==> images/flops_by_reg.png <==
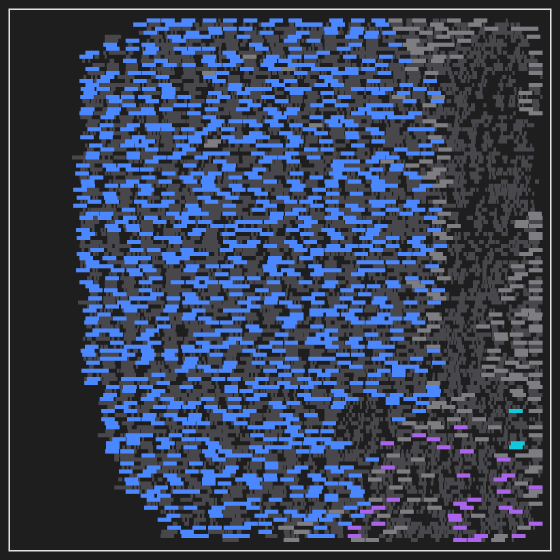
==> images/placement_by_type.png <==
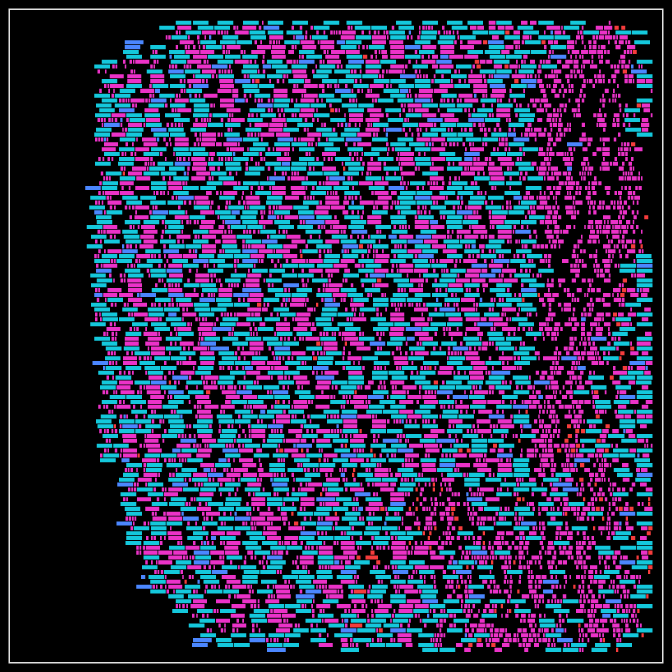
$ cat config.mk
export PLATFORM = sky130hd
export DESIGN_NAME = mips_multicycle_core
export DESIGN_NICKNAME = d
export VERILOG_FILES = /design/src/rtl/mips_multicycle_core.sv
export SDC_FILE = /design/constraint.sdc
export NUM_CORES = 2
export LEC_CHECK = 0
export CORE_MARGIN = 5
export CORE_UTILIZATION = 55
export DETAILED_ROUTE_END_ITERATION = 7
export DONT_BUFFER_PORTS = 1
export MAX_ROUTING_LAYER = met4
export PLACE_DENSITY = 0.68
export RECOVER_POWER = 100
export SYNTH_ARGS = -nofsm -noshare
export SYNTH_HDL_FRONTEND = slang
export SYNTH_SLANG_ARGS = --single-unit
$ cat constraint.sdc
create_clock -name clk -period 91.7 [get_ports clk]
set_clock_uncertainty 0.05 [all_clocks]
set_input_delay 13.755 -clock clk [delete_from_list [all_inputs] [get_ports clk]]
set_output_delay 13.755 -clock clk [all_outputs]
set_load 0.05 [all_outputs]
$ cat src/rtl/mips_multicycle_core.sv
// mips_multicycle_core
// Multi-cycle MIPS core: FSM-sequenced datapath with one shared ALU, an
// internal 32x32 register file and separate instruction/data memory ports.
// Both memory ports use a req/ready handshake so memories may insert waits.
//
// Ports
//   clk, rst          clock, asynchronous active-high reset
//   imem_req/addr     instruction fetch request and byte address (= PC)
//   imem_rdata/ready  instruction word, fetch complete this cycle
//   dmem_req/we/addr  data access request, store flag, word-aligned address
//   dmem_wdata        store data (rt)
//   dmem_rdata/ready  load data, data access complete this cycle
//   retire            pulse in the final cycle of each completed instruction
//   halted            set once an illegal encoding has been decoded
//   pc_out            current PC
//
// state    | meaning
// ---------+---------------------------------------------------------
// S_FETCH  | request IR at PC; on ready latch IR, PC += 4
// S_DECODE | read rs/rt into A/B, form branch target, trap illegal
// S_EXEC   | ALU into ALUOut; branches and jumps finish here
// S_MEM    | data access at ALUOut; sw finishes here, lw latches MDR
// S_WB     | write ALUOut or MDR into rd/rt
// S_HALT   | illegal encoding seen; idle until reset
module mips_multicycle_core #(
    parameter int unsigned          ADDR_W   = 32,
    parameter logic [ADDR_W-1:0]    RESET_PC = '0
) (
    input  logic              clk,
    input  logic              rst,
    output logic              imem_req,
    output logic [ADDR_W-1:0] imem_addr,
    input  logic [31:0]       imem_rdata,
    input  logic              imem_ready,
    output logic              dmem_req,
    output logic              dmem_we,
    output logic [ADDR_W-1:0] dmem_addr,
    output logic [31:0]       dmem_wdata,
    input  logic [31:0]       dmem_rdata,
    input  logic              dmem_ready,
    output logic              retire,
    output logic              halted,
    output logic [ADDR_W-1:0] pc_out
);

    typedef enum logic [2:0] {
        S_FETCH, S_DECODE, S_EXEC, S_MEM, S_WB, S_HALT
    } state_t;

    typedef enum logic [2:0] {
        ALU_ADD, ALU_SUB, ALU_AND, ALU_OR, ALU_SLT, ALU_SLTU, ALU_LUI
    } alu_op_t;

    state_t            r_state;
    logic [ADDR_W-1:0] r_pc;
    logic [ADDR_W-1:0] r_target;
    logic [31:0]       r_ir;
    logic [31:0]       r_a;
    logic [31:0]       r_b;
    logic [31:0]       r_aluout;
    logic [31:0]       r_mdr;
    logic [31:0]       r_rf [32];
    logic              r_halted;

    logic [5:0]  w_op;
    logic [5:0]  w_funct;
    logic [4:0]  w_rs;
    logic [4:0]  w_rt;
    logic [4:0]  w_rd;
    logic [15:0] w_imm;
    logic [31:0] w_sext;
    logic [31:0] w_zext;
    logic [31:0] w_pc32;
    logic [ADDR_W-1:0] w_jtarget;
    logic [ADDR_W-1:0] w_btarget;

    logic    w_legal;
    logic    w_rtype;
    logic    w_lw;
    logic    w_sw;
    logic    w_beq;
    logic    w_bne;
    logic    w_j;
    logic    w_jal;
    logic    w_zimm;
    alu_op_t w_alu_op;
    logic [31:0] w_alu_b;
    logic [31:0] w_alu_res;
    logic [4:0]  w_dest;

    assign w_op    = r_ir[31:26];
    assign w_funct = r_ir[5:0];
    assign w_rs    = r_ir[25:21];
    assign w_rt    = r_ir[20:16];
    assign w_rd    = r_ir[15:11];
    assign w_imm   = r_ir[15:0];
    assign w_sext  = {{16{w_imm[15]}}, w_imm};
    assign w_zext  = {16'h0, w_imm};
    assign w_pc32  = 32'(r_pc);

    // Upper PC bits fall away by truncation when ADDR_W <= 28.
    assign w_jtarget = ADDR_W'({w_pc32[31:28], r_ir[25:0], 2'b00});
    assign w_btarget = ADDR_W'(w_pc32 + {w_sext[29:0], 2'b00});

    always_comb begin
        w_legal  = 1'b0;
        w_rtype  = 1'b0;
        w_lw     = 1'b0;
        w_sw     = 1'b0;
        w_beq    = 1'b0;
        w_bne    = 1'b0;
        w_j      = 1'b0;
        w_jal    = 1'b0;
        w_zimm   = 1'b0;
        w_alu_op = ALU_ADD;
        case (w_op)
            6'h00: begin
                w_rtype = 1'b1;
                w_legal = 1'b1;
                case (w_funct)
                    6'h21:   w_alu_op = ALU_ADD;
                    6'h23:   w_alu_op = ALU_SUB;
                    6'h24:   w_alu_op = ALU_AND;
                    6'h25:   w_alu_op = ALU_OR;
                    6'h2A:   w_alu_op = ALU_SLT;
                    6'h2B:   w_alu_op = ALU_SLTU;
                    default: w_legal  = 1'b0;
                endcase
            end
            6'h09: w_legal = 1'b1;
            6'h0D: begin w_legal = 1'b1; w_zimm = 1'b1; w_alu_op = ALU_OR; end
            6'h0F: begin w_legal = 1'b1; w_alu_op = ALU_LUI; end
            6'h23: begin w_legal = 1'b1; w_lw = 1'b1; end
            6'h2B: begin w_legal = 1'b1; w_sw = 1'b1; end
            6'h04: begin w_legal = 1'b1; w_beq = 1'b1; end
            6'h05: begin w_legal = 1'b1; w_bne = 1'b1; end
            6'h02: begin w_legal = 1'b1; w_j = 1'b1; end
            6'h03: begin w_legal = 1'b1; w_jal = 1'b1; end
            default: w_legal = 1'b0;
        endcase
    end

    assign w_alu_b = w_rtype ? r_b : (w_zimm ? w_zext : w_sext);
    assign w_dest  = w_rtype ? w_rd : w_rt;

    always_comb begin
        w_alu_res = 32'h0;
        case (w_alu_op)
            ALU_ADD:  w_alu_res = r_a + w_alu_b;
            ALU_SUB:  w_alu_res = r_a - w_alu_b;
            ALU_AND:  w_alu_res = r_a & w_alu_b;
            ALU_OR:   w_alu_res = r_a | w_alu_b;
            ALU_SLT:  w_alu_res = {31'h0, $signed(r_a) < $signed(w_alu_b)};
            ALU_SLTU: w_alu_res = {31'h0, r_a < w_alu_b};
            ALU_LUI:  w_alu_res = {w_imm, 16'h0};
            default:  w_alu_res = 32'h0;
        endcase
    end

    always_ff @(posedge clk or posedge rst) begin
        if (rst) begin
            r_state  <= S_FETCH;
            r_pc     <= RESET_PC;
            r_target <= '0;
            r_ir     <= '0;
            r_a      <= '0;
            r_b      <= '0;
            r_aluout <= '0;
            r_mdr    <= '0;
            r_halted <= 1'b0;
            for (int i = 0; i < 32; i++) r_rf[i] <= '0;
        end else begin
            case (r_state)
                S_FETCH: begin
                    if (imem_ready) begin
                        r_ir    <= imem_rdata;
                        r_pc    <= r_pc + ADDR_W'(4);
                        r_state <= S_DECODE;
                    end
                end
                S_DECODE: begin
                    r_a      <= r_rf[w_rs];
                    r_b      <= r_rf[w_rt];
                    r_target <= w_btarget;
                    if (w_legal) begin
                        r_state <= S_EXEC;
                    end else begin
                        r_state  <= S_HALT;
                        r_halted <= 1'b1;
                    end
                end
                S_EXEC: begin
                    r_aluout <= w_alu_res;
                    if (w_beq || w_bne) begin
                        if ((r_a == r_b) == w_beq) r_pc <= r_target;
                        r_state <= S_FETCH;
                    end else if (w_j || w_jal) begin
                        r_pc <= w_jtarget;
                        if (w_jal) r_rf[31] <= w_pc32;
                        r_state <= S_FETCH;
                    end else if (w_lw || w_sw) begin
                        r_state <= S_MEM;
                    end else begin
                        r_state <= S_WB;
                    end
                end
                S_MEM: begin
                    if (dmem_ready) begin
                        if (w_lw) begin
                            r_mdr   <= dmem_rdata;
                            r_state <= S_WB;
                        end else begin
                            r_state <= S_FETCH;
                        end
                    end
                end
                S_WB: begin
                    if (w_dest != 5'd0) r_rf[w_dest] <= w_lw ? r_mdr : r_aluout;
                    r_state <= S_FETCH;
                end
                S_HALT:  r_state <= S_HALT;
                default: r_state <= S_HALT;
            endcase
        end
    end

    // Requests are gated by rst so they drop in the same cycle reset rises.
    assign imem_req   = ~rst & (r_state == S_FETCH);
    assign imem_addr  = r_pc;
    assign dmem_req   = ~rst & (r_state == S_MEM);
    assign dmem_we    = dmem_req & w_sw;
    assign dmem_addr  = {r_aluout[ADDR_W-1:2], 2'b00};
    assign dmem_wdata = r_b;
    assign retire     = ~rst & ((r_state == S_WB)
                      | ((r_state == S_EXEC) & (w_beq | w_bne | w_j | w_jal))
                      | ((r_state == S_MEM) & w_sw & dmem_ready));
    assign halted     = r_halted;
    assign pc_out     = r_pc;

endmodule
==> qor.log <==
INFO  status         status=finished, violations left
INFO  status         violations=capacitance limit, slew limit
INFO  synthesis      synth_flops=1252
INFO  floorplan      die_y=365um
INFO  grt            grt_first_pass_wirelength=336000um
INFO  critical_path  crit-reg2reg-launch=r_ir[18]$_DFFE_PP0P_
INFO  power          switchingPower=1300uW
INFO  route          antenna_violating_nets_post_route=0
INFO  clocking       htreeDepth=4
INFO  route          drt_iter0_markers=6507
INFO  final_timing   final_period_minus_worst_setup_slack=33.28ns
INFO  power          pwr-share-comb=46.9%
INFO  clocking       worstSkewPairLatency=0.78ns
INFO  critical_path  crit_path_top_delay_cell=sky130_fd_sc_hd__clkinvlp_2
INFO  finish         layout.non_clock_inverters=118
INFO  synthesis      top_cells_by_area=sky130_fd_sc_hd__dfrtp_1 45%, sky130_fd_sc_hd__mux4_2 21%, sky130_fd_sc_hd__a21oi_1 5.2%, sky130_fd_sc_hd__o21ai_0 4.9%, sky130_fd_sc_hd__nand2_1 4.0%
INFO  finish         comb-cell-share=46.9%
INFO  synthesis      yosys.area.top_type=sky130_fd_sc_hd__dfrtp_1
INFO  route          post_detailed_routing_wire_length=226000um
INFO  power          static-leakage-power=0.0315uW
INFO  critical_path  ordered_cell_list_for_the_critical_path=clkinvlp_2 > and3_1 > and3_1
INFO  power          power_frac_seq=33.9%
INFO  finish         layout_top_cell_excl_fill_tap=sky130_fd_sc_hd__dfrtp_1
INFO  flow_run       max-cap-violations=73
INFO  clocking       clk_path_buf_depth=3
INFO  synthesis      postSynthSeqShare=45.2%
INFO  final_timing   finalSetupTns=0ns
INFO  placed_design  io_buffers=0
INFO  final_timing   worstMarginPinSlew=9.09ns
INFO  route          route.met3.wl=24000um
INFO  synthesis      flop_cell=sky130_fd_sc_hd__dfrtp_1
INFO  finish         final_cell_mix=1242 x sky130_fd_sc_hd__dfrtp_1, 729 x sky130_fd_sc_hd__nand2_1, 713 x sky130_fd_sc_hd__a21oi_1
INFO  floorplan      fp_util=55.2%
INFO  power          pwr_density_cell=40.4mW/mm2
INFO  hold_path      hold_depth=0
INFO  route          met2_length=102000um
INFO  critical_path  setup.worst_path.end_class=output port
INFO  clocking       cts.hold.buffers_added=0
INFO  critical_path  critPathArrivalTime=19.47ns
INFO  clocking       cts_resized=0
INFO  power          clkPwrFrac=19.2%
INFO  grt            grt_max_degree=172
INFO  finish         number_of_flip_flops_and_latches=1252
INFO  synthesis      post-synth-top-area-fraction=45.2%
INFO  finish         antenna_cells=13
INFO  final_timing   final-hold-violation-count=0
INFO  critical_path  crit_path_start_kind=input port
INFO  synthesis      yosys.area_share.xor_xnor=0.999%
INFO  critical_path  timing.critical_path.from=rst
INFO  critical_path  critical_path.n_buffers_inverters=1
INFO  final_timing   report.final.slew_viol_count=3626
INFO  grt            grt_antenna_before_repair=13
INFO  grt            track_usage=35.3%
INFO  synthesis      yosys.cell_types.count=84
INFO  grt            met1_usage=45.1%
INFO  grt            busiest_layer=met2
INFO  finish         clockBufferCount=201
INFO  power          internal-power=1700uW
INFO  clocking       numCtsBuffers=136
INFO  finish         layout.cells.non_filler=7789
-- flops_by_reg.png (at the start) --
[purple] r_target | flops: 32 | where: lower right
[blue] r_rf | flops: 1024
[cyan] r_state | flops: 3
power in sequential cells: 1020 uW
Seq. cell area: 0.0314 mm2
Seq/total area: 42.1%
Core Util, Final: 59.3%

-- placement_by_type.png (at the start) --
[cyan] sequential cells | cells: 1252
[magenta] combinational and other logic | cells: 4475
[red] remaining buffers and delay cells | cells: 150
[blue] clock drivers and dummy loads | cells: 249
row cnt: 130
final std cell area, no fill: 0.0744 mm2

-- registers in the layout (all words and copies together), names as in the netlist, 32 cells and up --
| name | cells |
|---|---|
| r_rf | 1024 |
| dmem_wdata | 32 |
| imem_addr | 32 |
| r_a | 32 |
| r_aluout | 32 |
| r_ir | 32 |
| r_mdr | 32 |
| r_target | 32 |
-- through the flow --
stage | worst slack, ns | instance area, um2
3_5_place_dp | 62.38 | 70200
3_3_place_gp | 62.39 | 70200
5_1_grt | 57.35 | 74400
6_report | 58.42 | 74400
2_1_floorplan | 34.84 | 69300
4_1_cts | 62.38 | 74900
Power is estimated from default activity; no workload was simulated.
